Figure 1. Routing congestion map.
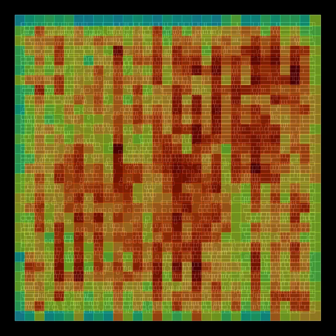
Figure 2. Metal layers overlaid.
Only two layers are drawn.
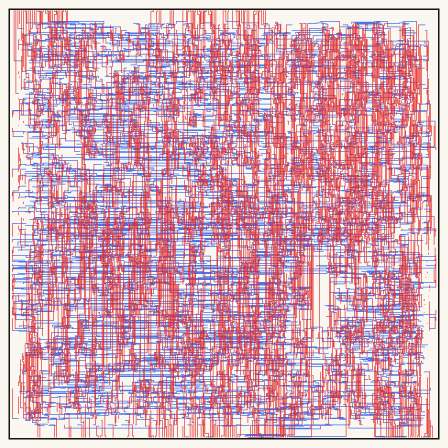
Figure 3. PDN straps and rails.
Bar = 50 um. Pins as bars on the die edge. Tap cells in grey.
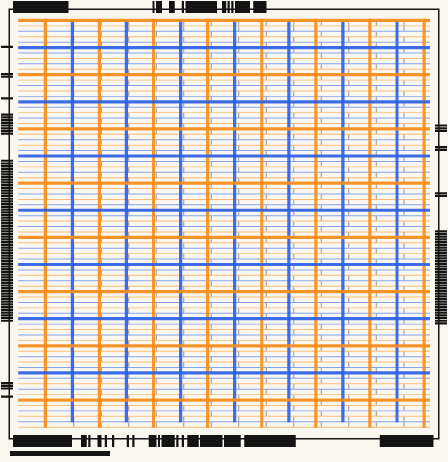
Figure 4. A small window of the routed layout.
Region (149, 41) to (174, 66) um. Cells in grey, sequential cells in the stronger grey; small squares are vias.
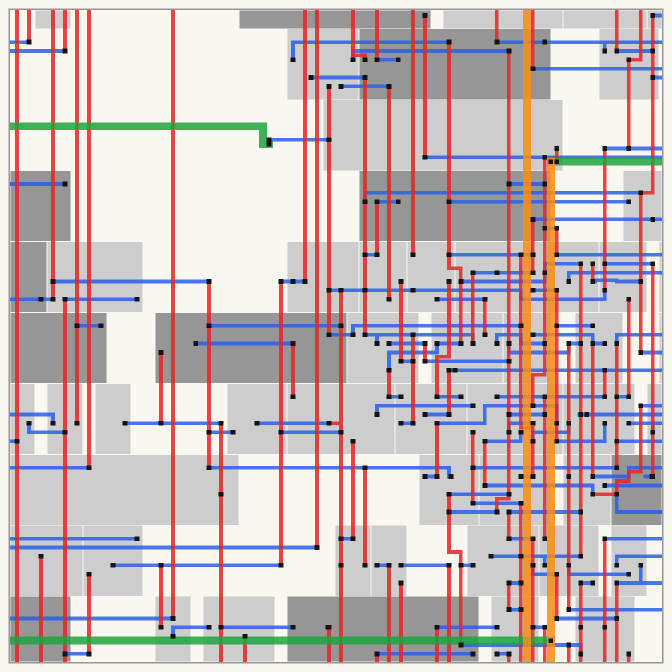
==> config.mk <==
export PLATFORM = sky130hd
export DESIGN_NAME = exe_branch_resolve
export DESIGN_NICKNAME = d
export VERILOG_FILES = /design/src/rtl/exe_branch_resolve.sv
export SDC_FILE = /design/constraint.sdc
export NUM_CORES = 1
export LEC_CHECK = 0
export CAP_MARGIN = 20
export CORE_MARGIN = 4
export CORE_UTILIZATION = 56
export DETAILED_ROUTE_END_ITERATION = 7
export MAX_ROUTING_LAYER = met4
export PLACE_DENSITY = 0.79
export SLEW_MARGIN = 5
export SYNTH_ARGS = -nofsm -noshare
export SYNTH_HDL_FRONTEND = slang
export SYNTH_SLANG_ARGS = --single-unit
==> constraint.sdc <==
create_clock -name clk_i -period 5.9 [get_ports clk_i]
set_input_delay 0.59 -clock clk_i [delete_from_list [all_inputs] [get_ports clk_i]]
set_output_delay 0.59 -clock clk_i [all_outputs]
set_load 0.05 [all_outputs]
==> src/rtl/exe_branch_resolve.sv <==
// EXE-stage branch/jump resolution: one stage register, redirect on mispredict,
// a 2-bit-counter BHT read combinationally by IF, and saturating perf counters.
module exe_branch_resolve #(
    parameter int ADDR_WIDTH  = 32,
    parameter int DATA_WIDTH  = 32,
    parameter int BHT_ENTRIES = 64,
    parameter int CNT_WIDTH   = 32
) (
    input  logic                  clk_i,
    input  logic                  rst_i,
    input  logic                  valid_i,
    input  logic                  stall_i,
    input  logic                  flush_i,
    input  logic [DATA_WIDTH-1:0] inst_i,
    input  logic [ADDR_WIDTH-1:0] inst_addr_i,
    input  logic [DATA_WIDTH-1:0] op1_i,
    input  logic [DATA_WIDTH-1:0] op2_i,
    input  logic                  pred_taken_i,
    input  logic [ADDR_WIDTH-1:0] pred_addr_i,
    input  logic [ADDR_WIDTH-1:0] lookup_addr_i,
    output logic                  lookup_taken_o,
    output logic                  valid_o,
    output logic                  jump_enable_o,
    output logic [ADDR_WIDTH-1:0] jump_addr_o,
    output logic                  taken_o,
    output logic                  link_we_o,
    output logic [ADDR_WIDTH-1:0] link_addr_o,
    output logic                  misalign_o,
    output logic [CNT_WIDTH-1:0]  branch_cnt_o,
    output logic [CNT_WIDTH-1:0]  mispredict_cnt_o
);

    localparam int IDX = $clog2(BHT_ENTRIES);
    localparam logic [6:0] OP_BRANCH = 7'b1100011;
    localparam logic [6:0] OP_JAL    = 7'b1101111;
    localparam logic [6:0] OP_JALR   = 7'b1100111;

    logic                  valid_reg;
    logic [DATA_WIDTH-1:0] inst_reg;
    logic [ADDR_WIDTH-1:0] pc_reg;
    logic [DATA_WIDTH-1:0] op1_reg;
    logic [DATA_WIDTH-1:0] op2_reg;
    logic                  pred_taken_reg;
    logic [ADDR_WIDTH-1:0] pred_addr_reg;
    logic [CNT_WIDTH-1:0]  branch_cnt_reg;
    logic [CNT_WIDTH-1:0]  mispredict_cnt_reg;
    logic [1:0]            bht_mem [BHT_ENTRIES];

    logic                  capture;
    assign capture = valid_i & ~stall_i & ~flush_i;

    always_ff @(posedge clk_i) begin
        if (rst_i) begin
            valid_reg      <= 1'b0;
            inst_reg       <= '0;
            pc_reg         <= '0;
            op1_reg        <= '0;
            op2_reg        <= '0;
            pred_taken_reg <= 1'b0;
            pred_addr_reg  <= '0;
        end else begin
            valid_reg <= capture;
            if (capture) begin
                inst_reg       <= inst_i;
                pc_reg         <= inst_addr_i;
                op1_reg        <= op1_i;
                op2_reg        <= op2_i;
                pred_taken_reg <= pred_taken_i;
                pred_addr_reg  <= pred_addr_i;
            end
        end
    end

    // Decode of the registered instruction
    logic [6:0]            opcode;
    logic [2:0]            funct3;
    logic                  is_branch;
    logic                  is_jal;
    logic                  is_jalr;
    logic                  br_taken;
    logic                  br_legal;
    logic [ADDR_WIDTH-1:0] imm_b;
    logic [ADDR_WIDTH-1:0] imm_j;
    logic [DATA_WIDTH-1:0] imm_i;
    logic [DATA_WIDTH-1:0] jalr_sum;
    logic [ADDR_WIDTH-1:0] jalr_target;
    logic [ADDR_WIDTH-1:0] pc_plus4;
    logic [ADDR_WIDTH-1:0] target;
    logic                  taken;
    logic                  mispredict;
    logic                  misalign;
    logic                  out_valid;
    logic                  bht_we;

    assign opcode    = inst_reg[6:0];
    assign funct3    = inst_reg[14:12];
    assign is_branch = (opcode == OP_BRANCH);
    assign is_jal    = (opcode == OP_JAL);
    assign is_jalr   = (opcode == OP_JALR);

    assign imm_b = {{(ADDR_WIDTH-13){inst_reg[31]}}, inst_reg[31], inst_reg[7],
                    inst_reg[30:25], inst_reg[11:8], 1'b0};
    assign imm_j = {{(ADDR_WIDTH-21){inst_reg[31]}}, inst_reg[31], inst_reg[19:12],
                    inst_reg[20], inst_reg[30:21], 1'b0};
    assign imm_i = {{(DATA_WIDTH-12){inst_reg[31]}}, inst_reg[31:20]};

    assign jalr_sum    = op1_reg + imm_i;
    assign jalr_target = {jalr_sum[ADDR_WIDTH-1:1], 1'b0};
    assign pc_plus4    = pc_reg + ADDR_WIDTH'(4);

    always_comb begin
        br_taken = 1'b0;
        br_legal = 1'b1;
        case (funct3)
            3'b000:  br_taken = (op1_reg == op2_reg);
            3'b001:  br_taken = (op1_reg != op2_reg);
            3'b100:  br_taken = ($signed(op1_reg) <  $signed(op2_reg));
            3'b101:  br_taken = ($signed(op1_reg) >= $signed(op2_reg));
            3'b110:  br_taken = (op1_reg <  op2_reg);
            3'b111:  br_taken = (op1_reg >= op2_reg);
            default: br_legal = 1'b0;
        endcase
    end

    always_comb begin
        target = pc_reg + imm_b;
        taken  = br_taken;
        if (is_jal) begin
            target = pc_reg + imm_j;
            taken  = 1'b1;
        end else if (is_jalr) begin
            target = jalr_target;
            taken  = 1'b1;
        end
    end

    // Reset gates the stage combinationally so an in-flight redirect never escapes
    assign out_valid  = valid_reg & (is_branch | is_jal | is_jalr) & ~rst_i;
    assign mispredict = (taken != pred_taken_reg) | (taken & (target != pred_addr_reg));
    assign misalign   = taken & (target[1:0] != 2'b00);
    assign bht_we     = out_valid & is_branch & br_legal;

    assign valid_o       = out_valid;
    assign jump_enable_o = out_valid & mispredict & ~misalign;
    assign jump_addr_o   = out_valid ? (taken ? target : pc_plus4) : '0;
    assign taken_o       = out_valid & taken;
    assign link_we_o     = out_valid & (is_jal | is_jalr);
    assign link_addr_o   = (out_valid & (is_jal | is_jalr)) ? pc_plus4 : '0;
    assign misalign_o    = out_valid & misalign;

    always_ff @(posedge clk_i) begin
        if (rst_i) begin
            branch_cnt_reg     <= '0;
            mispredict_cnt_reg <= '0;
        end else if (out_valid) begin
            if (branch_cnt_reg != '1)
                branch_cnt_reg <= branch_cnt_reg + CNT_WIDTH'(1);
            if (mispredict && (mispredict_cnt_reg != '1))
                mispredict_cnt_reg <= mispredict_cnt_reg + CNT_WIDTH'(1);
        end
    end

    assign branch_cnt_o     = branch_cnt_reg;
    assign mispredict_cnt_o = mispredict_cnt_reg;

    // BHT: trained at the edge ending the output cycle, so same-cycle lookups see the old value
    logic [IDX-1:0] train_idx;
    logic [IDX-1:0] lookup_idx;
    assign train_idx  = pc_reg[IDX+1:2];
    assign lookup_idx = lookup_addr_i[IDX+1:2];

    always_ff @(posedge clk_i) begin
        if (rst_i) begin
            for (int i = 0; i < BHT_ENTRIES; i++)
                bht_mem[i] <= 2'b01;
        end else if (bht_we) begin
            if (br_taken) begin
                if (bht_mem[train_idx] != 2'b11)
                    bht_mem[train_idx] <= bht_mem[train_idx] + 2'b01;
            end else begin
                if (bht_mem[train_idx] != 2'b00)
                    bht_mem[train_idx] <= bht_mem[train_idx] - 2'b01;
            end
        end
    end

    assign lookup_taken_o = bht_mem[lookup_idx][1];

    logic unused_bits;
    assign unused_bits = ^{lookup_addr_i[ADDR_WIDTH-1:IDX+2], lookup_addr_i[1:0], jalr_sum[0]};

endmodule

==> flow_summary.toml <==
# implementation run metrics
[logic_synthesis]
postSynthAreaPerCell_um2 = 8.16
top_cells_by_area = "dfxtp_1, edfxtp_1, nand2_1"
yosys_area_um2 = 23900
xor_share = 0.0479
synthTopLogicFamily = "simple AND/OR/NAND/NOR gates"
netlist_area_um2 = 23900
mux_share = 0.0786
aoi_share = 0.173
yosysWarnings = 0
ff_type = "dfxtp_1"
top_area_frac = 0.194
synth.distinct_cells = 97
common_cells = "nand2_1, a21oi_1, nor2_1"
ys_sh_simple = 0.241
syn-instance-count = 2930
synth_nets = 3239
synth_adder_area_share = 0.0590
yosys_register_bits = 360
yosys_cells = 2930
yosysMostFrequentCell = "nand2_1"
synth.yosys.seq_area_share = 0.355
top_area_cell = "dfxtp_1"

[global_routing]
grtUsageMet1 = 0.491
use_met3 = 0.0619
grt_pass1_wl_um = 138000
grt_max_degree = 162
antenna_found_initial = 0
overflow = 0

[power]
pg_clk_mw = 2.64
swShare = 0.266
leakage_nw = 10.1
p_sw_mw = 1.62
pwr-share-seq = 0.441
maxPowerGroup = "registers"
comb_power_mw = 0.759
power_frac_clock = 0.434
power.total_mw = 6.09

[job]
tool_warnings = 54

[setup_path]
crit_buf_inv = 4
r2r_slack_ns = 0.62
end_kind = "output port"
critPathLaunch = "op1_reg[1]"
arrival_ns = 5.22
crit_type = "reg -> out"
cp-start-kind = "flop"
rr_endpoint = "mispredict_cnt_o[12]"
crit_slowest_cell = "dfxtp_1"
r2r_start = "op1_reg[1]"
crit_path_max_fanout = 4
cpMostUsedCell = "buf_4"
cp_data_required_time_ns = 5.31
cp_top_family = "AND-OR/OR-AND gates"
r2r_cells = 18

[floorplanning]
coreArea_um2 = 42100
die_y_um = 215
io_pins = 332
initial_core_util = 0.568
well_tap_count = 539
chip_area_um2 = 46100

[drt]
vias = 24400
wl_um = 91200
drt_iter0_drc = 3206
postRouteAntennaNets = 0
route.met2.wl_um = 42600
drtPass1Iterations = 6
routed.top_layer = "met4"
drt-met1-wl_um = 35000
vias_per_cell = 6.55

[status]
run_status = "complete, no violations"

[finish]
clock_area_frac = 0.0480
num-clock-buffers = 50
layout_top_cells = "nand2_1, a21oi_1, clkdlybuf4s50_1"
seq_cell_count = 360
nFillCells = 3318
buffer_area_frac = 0.126
syn_to_final_growth_pct = 20.6
dominant_cells = "multi-input combinational cells"
logic_area_um2 = 14400
drive_gt1_frac = 0.0793
seq_area_um2 = 8490
buffers = 374
instances_no_fill = 3716
sh_comb_area = 0.499
antennaDiodeCount = 0
seq_area_frac = 0.294

[clocking]
cts_sinks = 360
cts_resized = 0
clkTransAtPathRegs_ns = 0.06
cts_buffer_depth = 3
cts_max_level = 2
cts_tree = "built"
cts_setup_buffers = 0
clk_latency_ns = 0.59
cts_buffers = 41

[timing]
worst_hold_slack_ns = 0.460
timing.slew.headroom = 0.271
rsz0062_at_grt = "false"
clock_skew_ns = 0.0199
final_max_slew_viol_count = 0
tightest_slew_ns = 1.09
fin_crit_ns = 5.81
setup_violations = 0
finalClockPeriodUsage = 0.985
timing_hold_violations_final = 0

[placed_design]
dp.cells = 3638
place_area_um2 = 27400
place_hpwl_um = 68200
port_buffers = 305
gp_congestion = 1.04

[hold_path]
holdPathStages = 2
hp-class = "reg -> reg"
min_to = "inst_reg[4]"
Notes on Figure 1 above:
GRT Overall Usage: 0.391
fin util: 0.685
met2 usage: 0.624

Notes on Figure 2 above:
Key: met2 = red [wire length 42.6 mm]; met1 = blue [wire length 35.0 mm]

Notes on Figure 3 above:
Key: VDD = blue; VSS = orange
15 straps on met4. 15 straps on met5. 539 tap cells. 76 met1 rails follow the rows.

Notes on Figure 4 above:
Key: met4 = orange; met2 = red; met3 = green; met1 = blue
Most frequent: a21oi_1 (5), dfxtp_1 (5). Sequential cells in the window: 5. 42 logic cells have their middle in the window. Netlist names of flops here include mispredict_cnt_o (3).

Power is estimated from default activity; no workload was simulated.
